--- src/rtl/wb_spi_fifo_pkg.sv ---
// Shared constants for the buffered Wishbone SPI master: register map,
// STATUS/CTRL bit positions and the shift-engine state type.
package wb_spi_fifo_pkg;

  // Word addresses
  localparam logic [1:0] AdrData   = 2'd0;
  localparam logic [1:0] AdrStatus = 2'd1;
  localparam logic [1:0] AdrCtrl   = 2'd2;
  localparam logic [1:0] AdrRsvd   = 2'd3;

  // Byte lane used for DATA reads/writes
  localparam int unsigned ByteLsb = 24;

  // STATUS bit indices
  localparam int unsigned StatBusy    = 24;
  localparam int unsigned StatTxFull  = 25;
  localparam int unsigned StatTxEmpty = 26;
  localparam int unsigned StatRxFull  = 27;
  localparam int unsigned StatRxEmpty = 28;
  localparam int unsigned StatRxOvf   = 29;
  localparam int unsigned StatTxOvf   = 30;

  // CTRL field positions
  localparam int unsigned CtrlDivLsb = 24;
  localparam int unsigned CtrlCpol   = 23;
  localparam int unsigned CtrlCpha   = 22;

  localparam logic [7:0] DivReset = 8'h07;

  typedef enum logic [1:0] {
    StIdle,
    StShift,
    StDone
  } eng_state_e;

endpackage

--- src/rtl/wb_spi_fifo_buf.sv ---
// Synchronous byte FIFO. Pointers carry one extra wrap bit so full/empty
// fall out of a straight compare. A pop in the same cycle as a push on a
// full FIFO frees the slot first, so the push is accepted.
module wb_spi_fifo_buf #(
  parameter int unsigned Depth = 8
) (
  input  logic       clk_i,
  input  logic       rst_ni,
  input  logic       push_i,
  input  logic       pop_i,
  input  logic [7:0] data_i,
  output logic       full_o,
  output logic       empty_o,
  output logic [7:0] head_o
);

  localparam int unsigned Aw = $clog2(Depth);

  logic [7:0]  mem_q [Depth];
  logic [Aw:0] wr_q, wr_d;
  logic [Aw:0] rd_q, rd_d;
  logic        do_push, do_pop;

  assign empty_o = (wr_q == rd_q);
  assign full_o  = (wr_q[Aw] != rd_q[Aw]) && (wr_q[Aw-1:0] == rd_q[Aw-1:0]);
  assign do_pop  = pop_i && !empty_o;
  assign do_push = push_i && (!full_o || do_pop);
  assign head_o  = mem_q[rd_q[Aw-1:0]];

  // Pointer advance
  always_comb begin
    wr_d = wr_q;
    rd_d = rd_q;
    if (do_push) wr_d = wr_q + {{Aw{1'b0}}, 1'b1};
    if (do_pop)  rd_d = rd_q + {{Aw{1'b0}}, 1'b1};
  end

  // Pointer registers
  always_ff @(posedge clk_i or negedge rst_ni) begin
    if (!rst_ni) begin
      wr_q <= '0;
      rd_q <= '0;
    end else begin
      wr_q <= wr_d;
      rd_q <= rd_d;
    end
  end

  // Storage, no reset needed: contents are only visible once written
  always_ff @(posedge clk_i) begin
    if (do_push) mem_q[wr_q[Aw-1:0]] <= data_i;
  end

endmodule

--- src/rtl/wb_spi_fifo.sv ---
// Buffered multi-select SPI master behind a 32-bit Wishbone slave port.
// CPU-queued bytes stream out back-to-back; received bytes collect in RX.
module wb_spi_fifo
  import wb_spi_fifo_pkg::*;
#(
  parameter int unsigned NCS        = 1,
  parameter int unsigned FIFO_DEPTH = 8
) (
  input  logic           clk_i,
  input  logic           rst_ni,
  input  logic           cyc_i,
  input  logic           stb_i,
  input  logic [1:0]     adr_i,
  input  logic           we_i,
  input  logic [31:0]    dat_i,
  input  logic [3:0]     sel_i,
  output logic           ack_o,
  output logic [31:0]    dat_o,
  output logic           sck,
  output logic [NCS-1:0] ss,
  input  logic           miso,
  output logic           mosi
);

  // Bus handshake and decode
  logic ack_q, ack_d;
  logic wr_acc, rd_acc, status_wr, ctrl_wr;
  logic tx_push, rx_pop;

  // Control/status registers
  logic [7:0]     div_q, div_d;
  logic           cpol_q, cpol_d, cpha_q, cpha_d;
  logic [NCS-1:0] ss_q, ss_d;
  logic           tx_ovf_q, tx_ovf_d, rx_ovf_q, rx_ovf_d;

  // FIFO interfaces
  logic       tx_pop, tx_full, tx_empty;
  logic [7:0] tx_head;
  logic       rx_push, rx_full, rx_empty;
  logic [7:0] rx_head;

  // Shift engine
  eng_state_e state_q, state_d;
  logic [7:0] cnt_q, cnt_d;
  logic [3:0] half_q, half_d;
  logic [7:0] sr_q, sr_d;
  logic       bit_q, bit_d;
  logic [7:0] div_l_q, div_l_d;
  logic       cpol_l_q, cpol_l_d, cpha_l_q, cpha_l_d;

  logic        busy;
  logic [31:0] status_rd, ctrl_rd;
  logic        unused_bits;

  // Byte selects and the unmapped data bits have no function
  assign unused_bits = ^{sel_i, dat_i};

  assign ack_d     = cyc_i && stb_i && !ack_q;
  assign ack_o     = ack_q;
  assign wr_acc    = ack_q && we_i;
  assign rd_acc    = ack_q && !we_i;
  assign tx_push   = wr_acc && (adr_i == AdrData);
  assign rx_pop    = rd_acc && (adr_i == AdrData);
  assign status_wr = wr_acc && (adr_i == AdrStatus);
  assign ctrl_wr   = wr_acc && (adr_i == AdrCtrl);

  assign busy = (state_q != StIdle) || !tx_empty;
  assign ss   = ss_q;
  assign mosi = (state_q == StShift) && sr_q[7];

  wb_spi_fifo_buf #(
    .Depth(FIFO_DEPTH)
  ) u_tx_fifo (
    .clk_i  (clk_i),
    .rst_ni (rst_ni),
    .push_i (tx_push),
    .pop_i  (tx_pop),
    .data_i (dat_i[ByteLsb +: 8]),
    .full_o (tx_full),
    .empty_o(tx_empty),
    .head_o (tx_head)
  );

  wb_spi_fifo_buf #(
    .Depth(FIFO_DEPTH)
  ) u_rx_fifo (
    .clk_i  (clk_i),
    .rst_ni (rst_ni),
    .push_i (rx_push),
    .pop_i  (rx_pop),
    .data_i (sr_q),
    .full_o (rx_full),
    .empty_o(rx_empty),
    .head_o (rx_head)
  );

  // CTRL register updates
  always_comb begin
    div_d  = div_q;
    cpol_d = cpol_q;
    cpha_d = cpha_q;
    ss_d   = ss_q;
    if (ctrl_wr) begin
      div_d  = dat_i[CtrlDivLsb +: 8];
      cpol_d = dat_i[CtrlCpol];
      cpha_d = dat_i[CtrlCpha];
      ss_d   = dat_i[NCS-1:0];
    end
  end

  // Sticky overflow flags; a new overflow wins over a same-cycle clear
  always_comb begin
    tx_ovf_d = tx_ovf_q;
    rx_ovf_d = rx_ovf_q;
    if (status_wr && dat_i[StatTxOvf]) tx_ovf_d = 1'b0;
    if (status_wr && dat_i[StatRxOvf]) rx_ovf_d = 1'b0;
    if (tx_push && tx_full && !tx_pop) tx_ovf_d = 1'b1;
    if (rx_push && rx_full && !rx_pop) rx_ovf_d = 1'b1;
  end

  // Engine next state: sample miso at the end of even half-periods and
  // shift at the end of odd ones; this is the same for both CPHA values,
  // only the sck phase differs.
  always_comb begin
    state_d  = state_q;
    cnt_d    = cnt_q;
    half_d   = half_q;
    sr_d     = sr_q;
    bit_d    = bit_q;
    div_l_d  = div_l_q;
    cpol_l_d = cpol_l_q;
    cpha_l_d = cpha_l_q;
    tx_pop   = 1'b0;
    rx_push  = 1'b0;
    unique case (state_q)
      StIdle, StDone: begin
        rx_push = (state_q == StDone);
        if (!tx_empty) begin
          tx_pop   = 1'b1;
          state_d  = StShift;
          sr_d     = tx_head;
          div_l_d  = div_q;
          cpol_l_d = cpol_q;
          cpha_l_d = cpha_q;
          cnt_d    = 8'd0;
          half_d   = 4'd0;
        end else begin
          state_d = StIdle;
        end
      end
      StShift: begin
        if (cnt_q == div_l_q) begin
          cnt_d  = 8'd0;
          half_d = half_q + 4'd1;
          if (!half_q[0]) bit_d = miso;
          else            sr_d  = {sr_q[6:0], bit_q};
          if (half_q == 4'd15) state_d = StDone;
        end else begin
          cnt_d = cnt_q + 8'd1;
        end
      end
      default: state_d = StIdle;
    endcase
  end

  // sck: idles at the live CTRL polarity, at the latched one around a byte
  always_comb begin
    unique case (state_q)
      StShift: sck = cpol_l_q ^ cpha_l_q ^ half_q[0];
      StDone:  sck = cpol_l_q;
      default: sck = cpol_q;
    endcase
  end

  // Read data mux
  always_comb begin
    status_rd              = '0;
    status_rd[StatBusy]    = busy;
    status_rd[StatTxFull]  = tx_full;
    status_rd[StatTxEmpty] = tx_empty;
    status_rd[StatRxFull]  = rx_full;
    status_rd[StatRxEmpty] = rx_empty;
    status_rd[StatRxOvf]   = rx_ovf_q;
    status_rd[StatTxOvf]   = tx_ovf_q;
    ctrl_rd                      = '0;
    ctrl_rd[CtrlDivLsb +: 8]     = div_q;
    ctrl_rd[CtrlCpol]            = cpol_q;
    ctrl_rd[CtrlCpha]            = cpha_q;
    ctrl_rd[NCS-1:0]             = ss_q;
    unique case (adr_i)
      AdrData:   dat_o = rx_empty ? 32'h0 : {rx_head, 24'h0};
      AdrStatus: dat_o = status_rd;
      AdrCtrl:   dat_o = ctrl_rd;
      default:   dat_o = 32'h0;
    endcase
  end

  // State registers
  always_ff @(posedge clk_i or negedge rst_ni) begin
    if (!rst_ni) begin
      ack_q    <= 1'b0;
      div_q    <= DivReset;
      cpol_q   <= 1'b0;
      cpha_q   <= 1'b0;
      ss_q     <= '1;
      tx_ovf_q <= 1'b0;
      rx_ovf_q <= 1'b0;
      state_q  <= StIdle;
      cnt_q    <= 8'd0;
      half_q   <= 4'd0;
      sr_q     <= 8'd0;
      bit_q    <= 1'b0;
      div_l_q  <= 8'd0;
      cpol_l_q <= 1'b0;
      cpha_l_q <= 1'b0;
    end else begin
      ack_q    <= ack_d;
      div_q    <= div_d;
      cpol_q   <= cpol_d;
      cpha_q   <= cpha_d;
      ss_q     <= ss_d;
      tx_ovf_q <= tx_ovf_d;
      rx_ovf_q <= rx_ovf_d;
      state_q  <= state_d;
      cnt_q    <= cnt_d;
      half_q   <= half_d;
      sr_q     <= sr_d;
      bit_q    <= bit_d;
      div_l_q  <= div_l_d;
      cpol_l_q <= cpol_l_d;
      cpha_l_q <= cpha_l_d;
    end
  end

endmodule
--- config.mk ---
export PLATFORM = sky130hd
export DESIGN_NAME = wb_spi_fifo
export DESIGN_NICKNAME = d
export VERILOG_FILES = /design/src/rtl/wb_spi_fifo_pkg.sv /design/src/rtl/wb_spi_fifo_buf.sv /design/src/rtl/wb_spi_fifo.sv
export SDC_FILE = /design/constraint.sdc
export NUM_CORES = 1
export LEC_CHECK = 0
export CAP_MARGIN = 0
export CORE_AREA = 2 2 161 100
export CTS_BUF_LIST = sky130_fd_sc_hd__clkbuf_8
export CTS_CLUSTER_SIZE = 16
export DETAILED_ROUTE_END_ITERATION = 6
export DIE_AREA = 0 0 163 102
export GPL_ROUTABILITY_DRIVEN = 1
export PLACE_DENSITY = 0.89
export SLEW_MARGIN = 10
export SYNTH_ARGS = -nofsm -noshare
export SYNTH_HDL_FRONTEND = slang
export SYNTH_HIERARCHICAL = 1
export SYNTH_SLANG_ARGS = --single-unit
--- constraint.sdc ---
create_clock -name clk_i -period 4.05 [get_ports clk_i]
set_input_delay 0.6075 -clock clk_i [delete_from_list [all_inputs] [get_ports clk_i]]
set_output_delay 0.6075 -clock clk_i [all_outputs]
set_load 0.05 [all_outputs]
==> results_dict.tcl, run 1 <==
# metrics dict for downstream scripts
set metrics [dict create \
    crit_buf_inv 2 \
    outcome "completed" \
    worstPathCellList "buf_12 -> mux4_1 -> mux2_4 -> nor3b_1 -> a21oi_1 -> o21ai_0 -> clkdlybuf4s50_1" \
    drt_iter0_drc 732 \
    final_core_util_pct 65.5 \
    drt_wl_total_um 19200 \
    diodes 0 \
    area_leaders "edfxtp_1 43%, dfrtp_1 16%, mux4_1 4.7%" \
    yosysUniqueCellTypes 57 \
    powerDensity_nw_per_um2 643 \
    logic_gate_count 373 \
    finalHoldWorstSlack_ps 347 \
    cts.repair.resized 0 \
    met1Wirelength_um 7770 \
    rr_worst_depth 6 \
    use_met1_pct 34.0 \
    firstDrtPassIters 5 \
    postCtsHoldBufs 0 \
    largestClassByArea "sequential cells" \
    tns_ps 0 \
    grt_use_met2_pct 39.5 \
    ys_sh_aoi_pct 7.18 \
    setup_slack_ps 160 \
    htreeDepth 4 \
    root_buffer "clkbuf_8" \
    ys_async_sr_fraction_pct 33.0 \
    clockPowerShare_pct 19.6 \
    grt.busiest_layer "met2" \
    drc 0 \
    antenna_found_initial 0 \
    max_cap_viol_count 0 \
    ys.flops 191 \
    floorplan.core_util_pct 59.3 \
    ant_nets 0 \
    rr_startpoint "state_q[0]" \
]
### Routed clock nets over the placement, run 1

Scale bar: 50 µm.
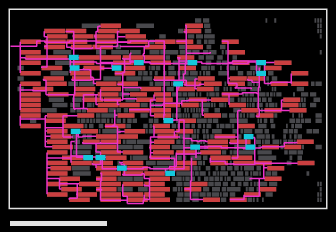
Key: flip-flops = red [count 191]; clock wires = magenta [length 1960 µm]; cells driving clock nets = cyan [count 17]
There are 18 routed clock nets.
Clk power: 0.00125 W
worst skew pair latency: 470 ps

### Metal layers overlaid, run 1

Scale bar: 50 µm. Only two layers are drawn.
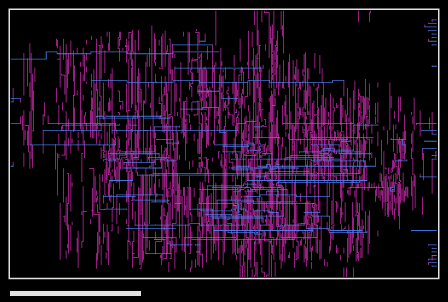
Key: met3 = blue [wire length 2000 µm]; met2 = magenta [wire length 9120 µm]

### Clock wiring as the flow saved it, run 1

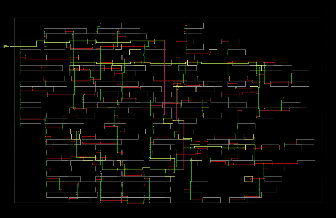
final setup skew: 15.7 ps
clk sinks: 191
flop count: 191
total CTS buffers: 17
clock buffer count: 17

==> inputs of run 2 (changes only) <==
- MAX_ROUTING_LAYER: not set -> met4
- clock period: 4.05 -> 4.47 ns (I/O delays scaled with it)
### Register map, names as in the netlist, run 2

Scale bar: 50 µm.
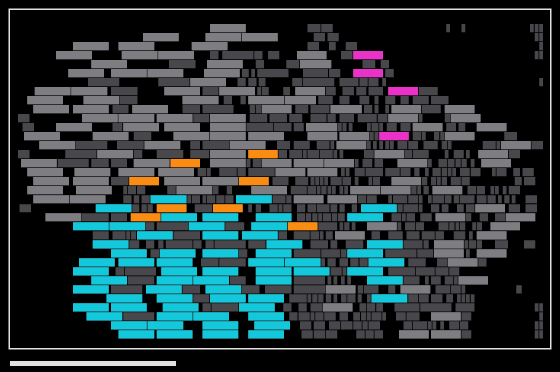
Key: `sr_q` = orange [placed flops 8]; `u_rx_fifo/mem_q` = cyan [placed flops 64]; `u_tx_fifo/rd_q` = magenta [placed flops 4]
Another 115 sequential cells are not coloured.
Flop+latch power: 0.00243 W
Flop area: 5430 µm²
register share of the cell area: 54.8%
Final Core Density: 65.5%

==> results_dict.tcl, run 2 <==
# metrics dict for downstream scripts
set metrics [dict create \
    logic_gate_count 373 \
    antenna_found_initial 0 \
    crit_buf_inv 1 \
    finClkSkew_ps 16.9 \
    met1Wirelength_um 8170 \
    clock_buffers 17 \
    ys.flops 191 \
    clk_latency_ps 480 \
    drt_wl_total_um 19600 \
    outcome "completed" \
    worstPathCellList "xnor2_2 -> nand3_2 -> nor2_1 -> nor3b_1 -> a21oi_1 -> o21ai_0 -> clkdlybuf4s50_1" \
    design.seq.count 191 \
    largestClassByArea "sequential cells" \
    power_clock_w 0.00117 \
    ys_sh_aoi_pct 7.18 \
    diodes 0 \
    cts.repair.resized 0 \
    tns_ps 0 \
    area_leaders "edfxtp_1 43%, dfrtp_1 16%, mux4_1 4.7%" \
    finalHoldWorstSlack_ps 218 \
    yosysUniqueCellTypes 57 \
    setup_slack_ps 372 \
    use_met1_pct 35.1 \
    drt_iter0_drc 636 \
    rr_startpoint "u_tx_fifo/rd_q[1]" \
    grt_use_met2_pct 39.8 \
    cts_sinks 191 \
]
==> inputs of run 3 (changes only) <==
- HOLD_SLACK_MARGIN: not set -> 0.05
### Metal layers overlaid, run 3

Scale bar: 50 µm. Only two layers are drawn.
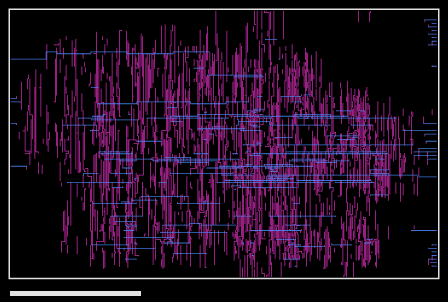
Key: met3 = blue [wire length 1720 µm]; met2 = magenta [wire length 9240 µm]

==> results_dict.tcl, run 3 <==
# metrics dict for downstream scripts
set metrics [dict create \
    tns_ps 0 \
    powerDensity_nw_per_um2 587 \
    ys_warn_count 6 \
    ys_sh_aoi_pct 7.18 \
    max_cap_viol_count 0 \
    firstDrtPassIters 5 \
    diodes 0 \
    ys_sh_adder_pct 1.40 \
    die-area_um2 16600 \
    seq_area_um2 5430 \
    cts_sinks 191 \
    setup_slack_ps 372 \
    seq_share_pct 54.8 \
    grt.busiest_layer "met2" \
    outcome "completed" \
    design.seq.count 191 \
    drt_iter0_drc 636 \
    top_cell_area_share_pct 42.9 \
    root_buffer "clkbuf_8" \
    cts.repair.resized 0 \
    rr_startpoint "u_tx_fifo/rd_q[1]" \
    finalHoldWorstSlack_ps 218 \
    ys.flops 191 \
    cts_inserted_buffers 17 \
    drc 0 \
    slowest_stage "clkdlybuf4s50_1" \
    antenna_found_initial 0 \
    use_met1_pct 35.1 \
    ant_nets 0 \
    power_clock_w 0.00117 \
    htreeDepth 4 \
    floorplan.core_util_pct 59.3 \
    drt_wl_total_um 19600 \
    top_layer "met4" \
    clk_latency_ps 480 \
    clock_buffers 17 \
    postCtsHoldBufs 0 \
    finClkSkew_ps 16.9 \
    logic_gate_count 373 \
    cellLeakagePower_nw 3.59 \
    crit_buf_inv 1 \
    grt_use_met2_pct 39.8 \
    clockPowerShare_pct 20.1 \
    powerSeq_w 0.00243 \
    rr_worst_depth 8 \
    largestClassByArea "sequential cells" \
    area_leaders "edfxtp_1 43%, dfrtp_1 16%, mux4_1 4.7%" \
    yosysUniqueCellTypes 57 \
    ys_async_sr_fraction_pct 33.0 \
    met1Wirelength_um 8170 \
]
No activity file was given, so power comes from the tool's default toggle rates.
